**src/rtl/clk_div_multi.sv**
```systemverilog
// Multi-channel programmable clock divider with shadowed per-channel config.
// Each channel emits a wrap strobe plus a pulse or near-50% square output.
module clk_div_multi #(
  parameter int NUM_CH       = 4,
  parameter int DIV_W        = 16,
  parameter int DEFAULT_DIV  = 4,
  parameter int DEFAULT_MODE = 0,
  localparam int CH_W = (NUM_CH > 1) ? $clog2(NUM_CH) : 1
) (
  input  logic              clk_in,
  input  logic              reset_n,
  input  logic [NUM_CH-1:0] en,
  input  logic              cfg_we,
  input  logic [CH_W-1:0]   cfg_ch,
  input  logic [DIV_W-1:0]  cfg_div,
  input  logic              cfg_mode,
  input  logic              sync_restart,
  output logic [NUM_CH-1:0] clk_out,
  output logic [NUM_CH-1:0] tc_out,
  output logic [NUM_CH-1:0] cfg_pending
);

  localparam logic [DIV_W-1:0] DEF_DIV  = DIV_W'(DEFAULT_DIV);
  localparam logic             DEF_MODE = (DEFAULT_MODE != 0);
  localparam logic [DIV_W-1:0] ONE      = DIV_W'(1);
  localparam logic [DIV_W-1:0] TWO      = DIV_W'(2);

  logic cfg_ok;
  assign cfg_ok = cfg_we && (32'(cfg_ch) < NUM_CH);

  for (genvar i = 0; i < NUM_CH; i++) begin : g_ch
    logic [DIV_W-1:0] cnt;
    logic [DIV_W-1:0] act_div;
    logic [DIV_W-1:0] sh_div;
    logic [DIV_W-1:0] n;
    logic [DIV_W-1:0] half;
    logic             act_mode;
    logic             sh_mode;
    logic             pend;
    logic             co;
    logic             tc;
    logic             wr;
    logic             wrap;

    // Clamp at use time so a stored 0/1 still divides by 2.
    assign n    = (act_div < TWO) ? TWO : act_div;
    assign half = n >> 1;
    assign wrap = (cnt >= n - ONE);
    assign wr   = cfg_ok && (cfg_ch == CH_W'(i));

    always_ff @(posedge clk_in) begin
      if (!reset_n) begin
        cnt      <= '0;
        act_div  <= DEF_DIV;
        act_mode <= DEF_MODE;
        sh_div   <= DEF_DIV;
        sh_mode  <= DEF_MODE;
        pend     <= 1'b0;
        co       <= 1'b0;
        tc       <= 1'b0;
      end else begin
        if (sync_restart) begin
          cnt <= '0;
          co  <= 1'b0;
          tc  <= 1'b0;
          if (pend) begin
            act_div  <= sh_div;
            act_mode <= sh_mode;
            pend     <= 1'b0;
          end
        end else if (en[i]) begin
          if (wrap) begin
            cnt <= '0;
            tc  <= 1'b1;
            co  <= 1'b1;
            if (pend) begin
              act_div  <= sh_div;
              act_mode <= sh_mode;
              pend     <= 1'b0;
            end
          end else begin
            cnt <= cnt + ONE;
            tc  <= 1'b0;
            if (!act_mode || (cnt == half - ONE))
              co <= 1'b0;
          end
        end else begin
          tc <= 1'b0;
          if (!act_mode)
            co <= 1'b0;
          if (pend) begin
            act_div  <= sh_div;
            act_mode <= sh_mode;
            pend     <= 1'b0;
            cnt      <= '0;
          end
        end
        // A write in the apply cycle lands after the apply: it stays pending.
        if (wr) begin
          sh_div  <= cfg_div;
          sh_mode <= cfg_mode;
          pend    <= 1'b1;
        end
      end
    end

    assign clk_out[i]     = co;
    assign tc_out[i]      = tc;
    assign cfg_pending[i] = pend;
  end

endmodule

```
**config.mk**
```make
export PLATFORM = sky130hd
export DESIGN_NAME = clk_div_multi
export DESIGN_NICKNAME = d
export VERILOG_FILES = /design/src/rtl/clk_div_multi.sv
export SDC_FILE = /design/constraint.sdc
export NUM_CORES = 1
export LEC_CHECK = 0
export CAP_MARGIN = 20
export CORE_AREA = 10 10 184 186
export DETAILED_ROUTE_END_ITERATION = 10
export DIE_AREA = 0 0 194 196
export GPL_ROUTABILITY_DRIVEN = 0
export GPL_TIMING_DRIVEN = 1
export HOLD_SLACK_MARGIN = 0.12
export SLEW_MARGIN = 40
export SYNTH_ARGS = -nofsm -noshare
export SYNTH_HDL_FRONTEND = slang
export SYNTH_SLANG_ARGS = --single-unit
export TNS_END_PERCENT = 20
```
**constraint.sdc**
```tcl
create_clock -name clk_in -period 5.7 [get_ports clk_in]
set_input_delay 1.71 -clock clk_in [delete_from_list [all_inputs] [get_ports clk_in]]
set_output_delay 1.71 -clock clk_in [all_outputs]
set_load 0.1 [all_outputs]
```
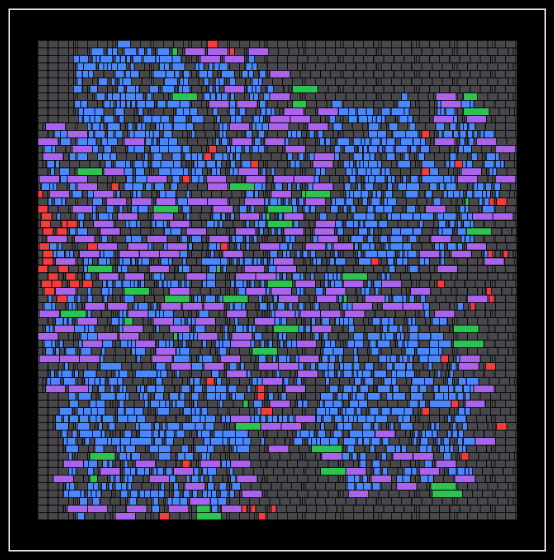
Fig. 1. Cell classes on the final placement (run 1).
Fill, decap, tap and diode cells in grey.
colour	class	cells	share of their area
green	clock drivers and dummy loads	41	5.7%
blue	all other logic	1348	61%
red	other buffers and delay cells	58	3.3%
purple	flops	212	30%
Post-Layout Inst Area: 14660 µm²
Seq area share: 28.95%
final design utilization: 48.43%

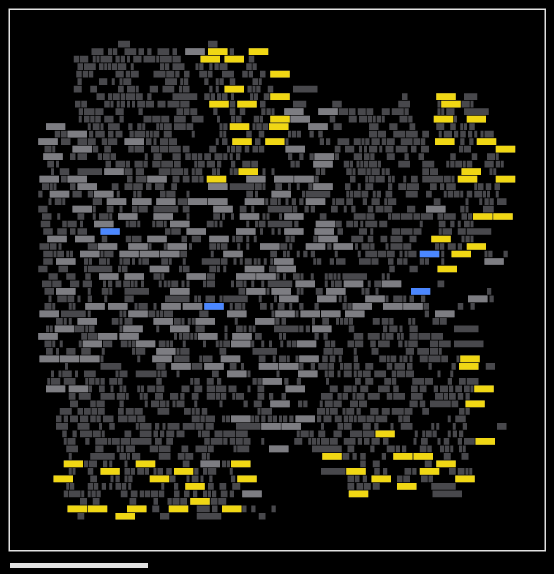
Fig. 2. Sequential cells coloured by netlist name (run 1).
The bar under the picture is 50 µm long. Other sequential cells in the stronger grey, the rest of the logic in the fainter grey.
colour	signal	placed flops
blue	g_ch.act_mode	4
yellow	g_ch.cnt	64
Sequential Area: 4244 µm²
total sequential power: 0.00153 W

==> flow_summary.json, run 1 <==
{
  "highest_layer": "met4",
  "clkTransAtPathRegs_ns": 0.06,
  "first_pass_iters": 5,
  "synth_cell_types": 76,
  "dr_wl_met2_um": 14680,
  "clock_path_buffers": 3,
  "yosys_warnings": 0,
  "ios": 39,
  "diodes": 0,
  "cp_cell_sequence": "or4_4 > nor4_4 > nand3_1 > nand2_1 > ha_1 > nor3b_1 > nand3_1 > nor3_1 > nand2_1 > xor2_1 > ha_1 > a21o_1 > a21oi_1 > o2111ai_1 > buf_4 > or3b_2 > o211ai_1",
  "slew_headroom_pct": 45.44,
  "nNetsFinal": 1752,
  "track_usage_pct": 17.25,
  "p_leak_nw": 5.589,
  "postRouteAntennaNets": 0,
  "cts_hold_buf": 0,
  "htree_levels": 1,
  "cts_setup_buffers": 0,
  "fp.dieW_um": 194,
  "grt_util_met3_pct": 3.188,
  "critical_path_class": "flop to flop",
  "ctsResizeCount": 0,
  "cap_violations": 0,
  "wl_per_cell_um": 16.69,
  "reg2reg_slack_ns": 0.80,
  "fin_ws_ns": 0.7969,
  "crit_family": "simple AND/OR/NAND/NOR gates",
  "rsz0062_at_grt": "false",
  "top_cell_area_share_pct": 31.72,
  "setup_tns_ns": 0,
  "antenna_found_initial": 1,
  "cts-root-buf": "clkbuf_16",
  "ys_sh_adder_pct": 7.481,
  "drt-met1-wl_um": 17140,
  "cp_max_fo": 24,
  "overflow": 0,
  "drc": 0,
  "cp.required_ns": 6.15,
  "drtIter0Drc": 823,
  "yosysSeqAreaShare_pct": 31.72,
  "clkPwrFrac_pct": 47.6,
  "tool_warnings": 32,
  "worstHoldStart": "g_ch[1].sh_div[3]$_SDFFE_PN0P_",
  "grt_pass1_wl_um": 55900,
  "pwr-share-seq_pct": 45.4,
  "top_logic_kind": "simple AND/OR/NAND/NOR gates",
  "min_path_type": "flop to flop",
  "syn_to_final_growth_pct": 9.566,
  "routed_wl_um": 34300,
  "compound_area_share_pct": 17.02,
  "core_area_um2": 30270,
  "ys_cells": 1679,
  "top_usage_layer": "met2",
  "run_status": "finished clean",
  "synth-edff-count": 0,
  "wl_met3_um": 1901,
  "fillers": 3005,
  "slowest_delay_ns": 0.62,
  "grt_max_degree": 101,
  "routed_via_density": 5.615,
  "cellInternalPower_w": 0.002563,
  "die-area_um2": 38020,
  "synthMuxAreaShare_pct": 3.675,
  "worst_slew_pin_slew_ns": 0.8175,
  "gr-usage-met2_pct": 26.43,
  "crit-reg2reg-capture": "g_ch[3].cnt[13]$_SDFFE_PP0P_",
  "fp-row-count": 64,
  "cp.arrival_ns": 5.35,
  "hold_violations": 0,
  "setup_violations": 0,
  "fp-utilization_pct": 44.20,
  "synth_area_um2": 13380,
  "clock-sinks": 212,
  "grt_pass1_vias": 10520,
  "critPathBufInv": 1,
  "numCtsBuffers": 25,
  "r2r_start": "g_ch[3].act_div[11]$_SDFFE_PN0P_"
}
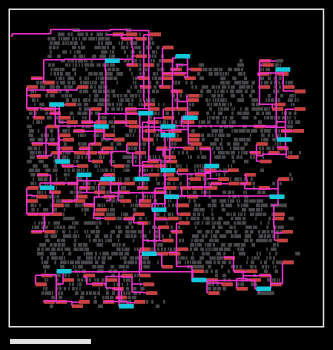
Fig. 3. Clock wires, drivers and flops (run 1).
The bar under the picture is 50 µm long.
[cyan] cells driving clock nets | count: 25
[magenta] clock wires | length: 3050 µm
[red] flip-flops | count: 212
flops lie	spread over the die
final clock skew: 0.01191 ns
Late-Pin Clk Latency: 0.53 ns

==> run 1: Yosys cell counts (all sizes together), types with 29 or more instances <==
cell      n
nand2   320
dfxtp   212
o21ai    94
clkbuf   90
ha       80
nor2     80
nand3    79
xnor2    67
a21boi   65
xor2     62
mux2i    48
nor3     44
a21oi    39
a31oi    32
nor2b    32
buf      29
==> run 1: through the flow <==
| stage | cells | area (µm²) | utilization [%] | total power, W |
|---|---|---|---|---|
| floorplan | 1679 | 13380 | - | 0.001701 |
| global placement | 2014 | 13900 | 45.93 | 0.001787 |
| detailed placement | 2014 | 13850 | 45.76 | 0.001788 |
| CTS | 2055 | 14660 | 48.42 | 0.003393 |
| global route | 2055 | 14660 | 48.43 | 0.003484 |
| finish | 2055 | 14660 | 48.43 | 0.003358 |
==> run 1: power groups by stage <==
stage	clock network [W]	logic, W	registers [W]
3_3_place_gp	0	0.000229	0.00156
3_5_place_dp	0	0.000231	0.00156
4_1_cts	0.00164	0.000232	0.00153
6_report	0.00160	0.000233	0.00153
5_1_grt	0.00170	0.000258	0.00153
2_1_floorplan	0	0.000153	0.00155
==> run 1: state kept, by name (all words and copies together) (netlist names) <==
register / flops
g_ch.sh_mode: 4
g_ch.sh_div: 64
g_ch.pend: 4
g_ch.tc: 4
g_ch.co: 4
g_ch.cnt: 64
g_ch.act_mode: 4
g_ch.act_div: 64
==> run 1: final cells by class <==
| cell class | instances | area, µm² | area share (%) |
|---|---|---|---|
| timing repair buffer | 58 | 471.7 | 3.218 |
| inverter | 22 | 82.58 | 0.5633 |
| clock buffer | 34 | 689.4 | 4.703 |
| multi-input combinational | 1326 | 8561 | 58.39 |
| tap | 396 | 495.5 | 3.380 |
| sequential | 212 | 4244 | 28.95 |
| clock inverter | 7 | 116.4 | 0.7937 |
==> run 1 -> run 2 <==
==> constraint.sdc (replaced) <==
create_clock -name clk_in -period 4.2 [get_ports clk_in]
set_input_delay 1.26 -clock clk_in [delete_from_list [all_inputs] [get_ports clk_in]]
set_output_delay 1.26 -clock clk_in [all_outputs]
set_load 0.1 [all_outputs]
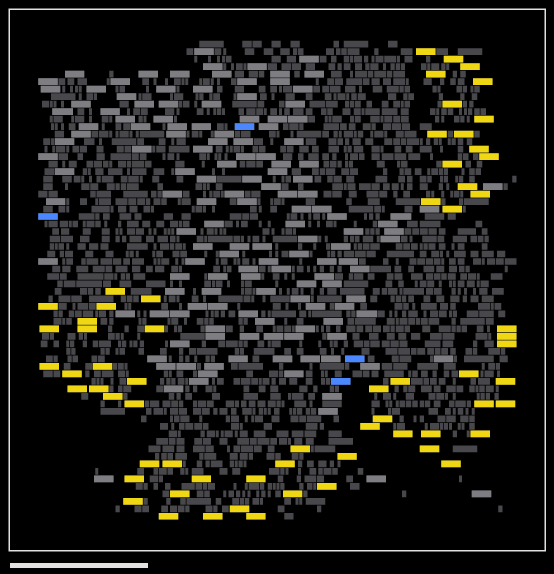
Fig. 4. Sequential cells coloured by netlist name (run 2).
The bar under the picture is 50 µm long. Other sequential cells in the stronger grey, the rest of the logic in the fainter grey.
Sequential Area: 4248 µm²
total sequential power: 0.00207 W
final design utilization: 53.67%
Seq area share: 26.15%

==> flow_summary.json, run 2 <==
{
  "cp.required_ns": 4.62,
  "numCtsBuffers": 25,
  "fillers": 2871,
  "synth_area_um2": 13380,
  "tool_warnings": 32,
  "setup_violations": 0,
  "ys_area_um2": 13380,
  "postRouteAntennaNets": 0,
  "antenna_found_initial": 2,
  "end_kind": "flop",
  "die-area_um2": 38020,
  "finalClockSkew_ns": 0.01036,
  "ys_cells": 1679,
  "cts-root-buf": "clkbuf_16",
  "first_pass_iters": 5,
  "hold_violations": 0,
  "fp-row-count": 64,
  "worstHoldStart": "g_ch[0].sh_div[0]$_SDFFE_PN0P_",
  "drive_gt1_share_pct": 17.29,
  "slowest_delay_ns": 0.56,
  "synthCells": 1679,
  "cts_hold_buf": 0,
  "biggestRegsByFlops": "g_ch.act_div x64, g_ch.cnt x64, g_ch.sh_div x64",
  "fin_ws_ns": 0.06500,
  "worst_slew_pin_slew_ns": 0.7867,
  "synth_cell_types": 76,
  "fp.dieW_um": 194,
  "syn_to_final_growth_pct": 21.42,
  "reg2reg_slack_ns": 0.07,
  "fin_crit_sh_pct": 98.45,
  "ys_sh_simple_pct": 27.06,
  "vias": 12200,
  "totalPowerFinal_w": 0.004564,
  "r2r_start": "g_ch[3].act_div[14]$_SDFFE_PN0P_",
  "critical_path_class": "flop to flop",
  "crit_path_end": "g_ch[3].act_div[13]$_SDFFE_PN0P_",
  "top_cell": "nand2_1",
  "common_cells": "nand2_1 (320), dfxtp_1 (212), o21ai_0 (92)",
  "holdPathStages": 2,
  "start_kind": "flop",
  "p_leak_nw": 6.387,
  "ys_sh_adder_pct": 7.481,
  "design_area_um2": 16250,
  "clock_path_buffers": 3,
  "slew_headroom_pct": 47.55,
  "grt_pass1_vias": 11380,
  "nNetsFinal": 1883,
  "flop_cell": "dfxtp_1",
  "grt_max_degree": 90,
  "layout_top_cell": "nand2_1",
  "cp.arrival_ns": 4.56,
  "fp-utilization_pct": 44.20,
  "htree_levels": 1,
  "grt_pass1_wl_um": 59800,
  "layout_top_cells": "nand2_1 (314), dfxtp_1 (209), buf_4 (133)",
  "yosysSeqAreaShare_pct": 31.72,
  "cp_max_fo": 8,
  "cap_violations": 0,
  "clkLatencyLatePin_ns": 0.54,
  "routed_wl_um": 37900,
  "synthMuxAreaShare_pct": 3.675,
  "min_path_type": "flop to flop",
  "placed_cell_area_um2": 14760,
  "overflow": 0,
  "cp_cell_sequence": "or4_4 > nor4_4 > a31oi_2 > ha_2 > or3b_4 > or3_4 > nor4_4 > xnor2_1 > ha_1 > a21o_1 > a211o_1 > a221oi_4 > o21a_1 > a31oi_4 > clkbuf_16 > mux2i_1",
  "core_area_um2": 30270,
  "wl_per_cell_um": 17.30,
  "routed_via_density": 5.571,
  "finalCriticalPeriod_ns": 4.135,
  "rsz0062_at_grt": "true",
  "track_usage_pct": 18.62,
  "cp-startpoint": "g_ch[3].act_div[14]$_SDFFE_PN0P_",
  "synth-edff-count": 0,
  "ys_ff": 212,
  "drc": 0,
  "crit-reg2reg-capture": "g_ch[3].act_div[13]$_SDFFE_PN0P_",
  "ios": 39,
  "top_cell_area_share_pct": 31.72,
  "run_status": "finished clean",
  "drtIter0Drc": 680,
  "compound_area_share_pct": 17.02,
  "top_logic_kind": "simple AND/OR/NAND/NOR gates",
  "dp_hpwl_um": 27200,
  "powerDensity_nw_per_um2": 280.9,
  "cts_tree": "built",
  "yosys_warnings": 0,
  "yosysTopAreaCell": "dfxtp_1",
  "clock-sinks": 212,
  "clkTransAtPathRegs_ns": 0.06
}
==> run 2: timing repair <==
item | in CTS | in global routing
setup buffers | 0 | 27
gates cloned | 0 | 5
hold endpoints to repair | 0 | 0
pin swaps | 0 | 45
resized | 3 | 110
setup endpoints to repair | 5 | 126
==> run 2: kinds of logic (layout without fill, tap and decap cells) <==
group                      Yosys count  in the layout
and+or+nand+nor                    727            727
AOI/OAI and AO/OA                  341            341
muxes                               49             49
xor gates and xnor gates           129            129
adders and majority gates           80             80
DFF                                212            212
buffers and inverters              141            255
other                                0              1
==> run 2: report_power, final <==
group | switching, W | internal (W)
Combinational | 0.000224 | 0.000149
Sequential | 0.0000248 | 0.00204
Clock | 0.000873 | 0.00125
==> run 2: layer usage <==
metal	GRT usage (%)	vias up	wire, µm
met2	31.44	240	18120
met3	2.404	65	1425
met1	24.21	5776	17420
met5	0	-	13
li1	-	6118	-
met4	5.557	2	923
==> run 2: worst max-delay path: cells and delay by family, from the launching register on <==
kind,cells,cell delay [ns]
AOI/OAI and AO/OA,6,1.36
and+or+nand+nor,5,1.28
adders and majority gates,2,0.55
DFF,1,0.32
buffers and inverters,1,0.23
xor gates and xnor gates,1,0.13
muxes,1,0.12
==> run 2: final cells by class <==
type	instances	area, µm²	share of cell area (%)
flip-flops and latches	212	4248	26.15
clock inverters	10	106.4	0.6546
repair buffers	189	1633	10.05
well taps	396	495.5	3.050
diodes	1	2.502	0.01540
multi-input cells	1326	9000	55.39
clock buffers	34	679.4	4.182
inverters	22	82.58	0.5083
==> run 2: stage by stage <==
step                      hold WS (ns)  TNS (ns)  instances
after floorplan                 0.4348   -0.9129       1679
after global placement          0.4442         0       2113
after detailed placement        0.4510  -0.01402       2113
after CTS                       0.4564         0       2157
after global routing            0.4738    -2.950       2190
final                           0.4441         0       2190
==> run 2 -> run 3 <==
--- a/config.mk
+++ b/config.mk
@@ -10,7 +10,6 @@
 export DETAILED_ROUTE_END_ITERATION = 10
 export DIE_AREA = 0 0 194 196
 export GPL_ROUTABILITY_DRIVEN = 0
-export GPL_TIMING_DRIVEN = 1
 export HOLD_SLACK_MARGIN = 0.12
 export SLEW_MARGIN = 40
 export SYNTH_ARGS = -nofsm -noshare
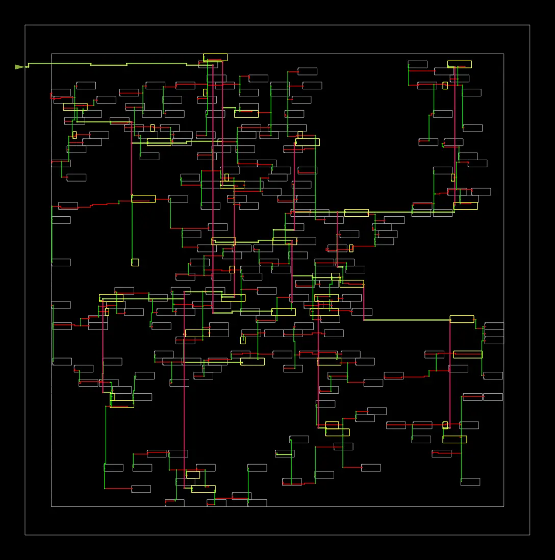
Fig. 5. The clock network (run 3).
P_clk: 0.00212 W
clock buffer count: 34

==> flow_summary.json, run 3 <==
{
  "run_status": "finished clean",
  "cp.arrival_ns": 4.56,
  "min_path_type": "flop to flop",
  "worst_slew_pin_slew_ns": 0.7867,
  "drtIter0Drc": 680,
  "seqCellArea_um2": 4248,
  "start_kind": "flop",
  "power_frac_comb_pct": 8.2,
  "track_usage_pct": 18.62,
  "design_area_um2": 16250,
  "drive_gt1_share_pct": 17.29,
  "drt-met1-wl_um": 17420,
  "ys_ff": 212,
  "wl_per_cell_um": 17.30,
  "layout_top_cells": "nand2_1 (314), dfxtp_1 (209), buf_4 (133)",
  "top_usage_layer": "met2",
  "end_kind": "flop",
  "nWellTaps": 396,
  "grt_pass1_wl_um": 59800,
  "ys_sh_adder_pct": 7.481,
  "synth-edff-count": 0,
  "diodes": 1,
  "first_pass_iters": 5,
  "grt_max_degree": 90,
  "sh_comb_area_pct": 55.39,
  "pwr-share-seq_pct": 45.3,
  "n_all_buffers": 189,
  "rsz0062_at_grt": "true",
  "cts-root-buf": "clkbuf_16",
  "fillers": 2871,
  "flop_cell": "dfxtp_1",
  "clkCellAreaFrac_pct": 4.836,
  "clock-sinks": 212,
  "cts_hold_buf": 0,
  "seq-cell-share_pct": 26.15,
  "logic_area_um2": 9000,
  "reg2reg_slack_ns": 0.07,
  "flops": 212,
  "p_leak_nw": 6.387,
  "ios": 39,
  "final-nonclk-buf-share_pct": 10.05,
  "synth_area_um2": 13380
}
[run 3: cell counts in the layout (fill, tap and decap cells not counted)]
Identical to the previous run, type by type.
[run 3: stage by stage]
step           cells  setup WS (ns)  utilization [%]  total power [W]
3_5_place_dp    2113      -0.008360            48.76         0.002452
5_1_grt         2190       -0.09004            53.67         0.004731
6_report        2190        0.06500            53.67         0.004564
3_3_place_gp    2113        0.08683            48.91         0.002449
4_1_cts         2157       0.004847            51.38         0.004585
2_1_floorplan   1679       -0.04927                -         0.002311
[run 3: worst paths after layout]
kind / startpoint / end / cells past startpoint
worst max register to register: g_ch[3].act_div[14]$_SDFFE_PN0P_ / g_ch[3].act_div[13]$_SDFFE_PN0P_ / 16
worst min register to register: g_ch[0].sh_div[0]$_SDFFE_PN0P_ / g_ch[0].act_div[0]$_SDFFE_PN0P_ / 2
worst min-delay path: g_ch[0].sh_div[0]$_SDFFE_PN0P_ / g_ch[0].act_div[0]$_SDFFE_PN0P_ / 2
worst max-delay path: g_ch[3].act_div[14]$_SDFFE_PN0P_ / g_ch[3].act_div[13]$_SDFFE_PN0P_ / 16
[run 3: worst max-delay path, stage by stage (launching register included)]
cell	delay, ns
dfxtp_2	0.32
or4_4	0.56
nor4_4	0.29
a31oi_2	0.16
ha_2	0.22
or3b_4	0.24
or3_4	0.15
nor4_4	0.04
xnor2_1	0.13
ha_1	0.33
a21o_1	0.16
a211o_1	0.32
a221oi_4	0.31
o21a_1	0.26
a31oi_4	0.15
clkbuf_16	0.23
mux2i_1	0.12
[run 3: cell families after synthesis]
logic type	Yosys count
AND/OR/NAND/NOR	727
AND-OR/OR-AND	341
flip-flops	212
buffers and inverters	141
XOR/XNOR	129
adder cells (fa/ha/maj)	80
multiplexers	49

==> layout pictures side by side <==
Wiring by layer.
The bar under the picture is 50 µm long. Two of the layers only.
panel A
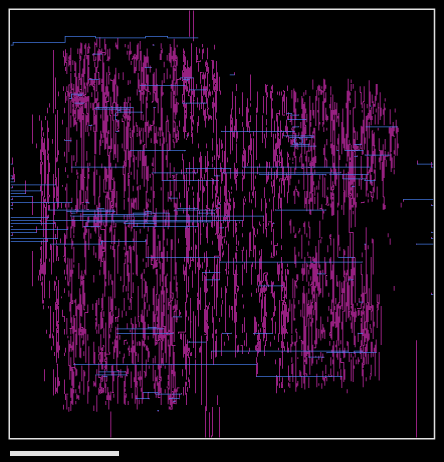
panel B
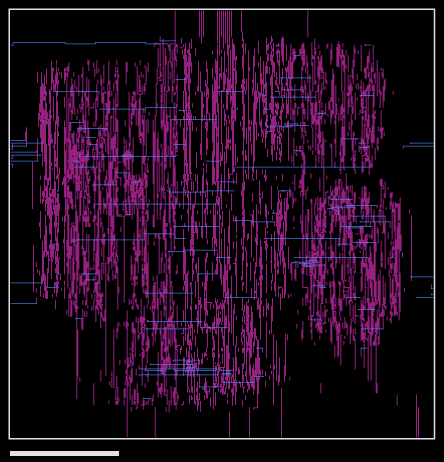
Panel B is run 3.
Panel A is run 1.

Key to panel B:
colour	layer	wire length
magenta	met2	18100 µm
blue	met3	1430 µm

Power figures rest on the tool's default switching activity, not on a simulated workload.
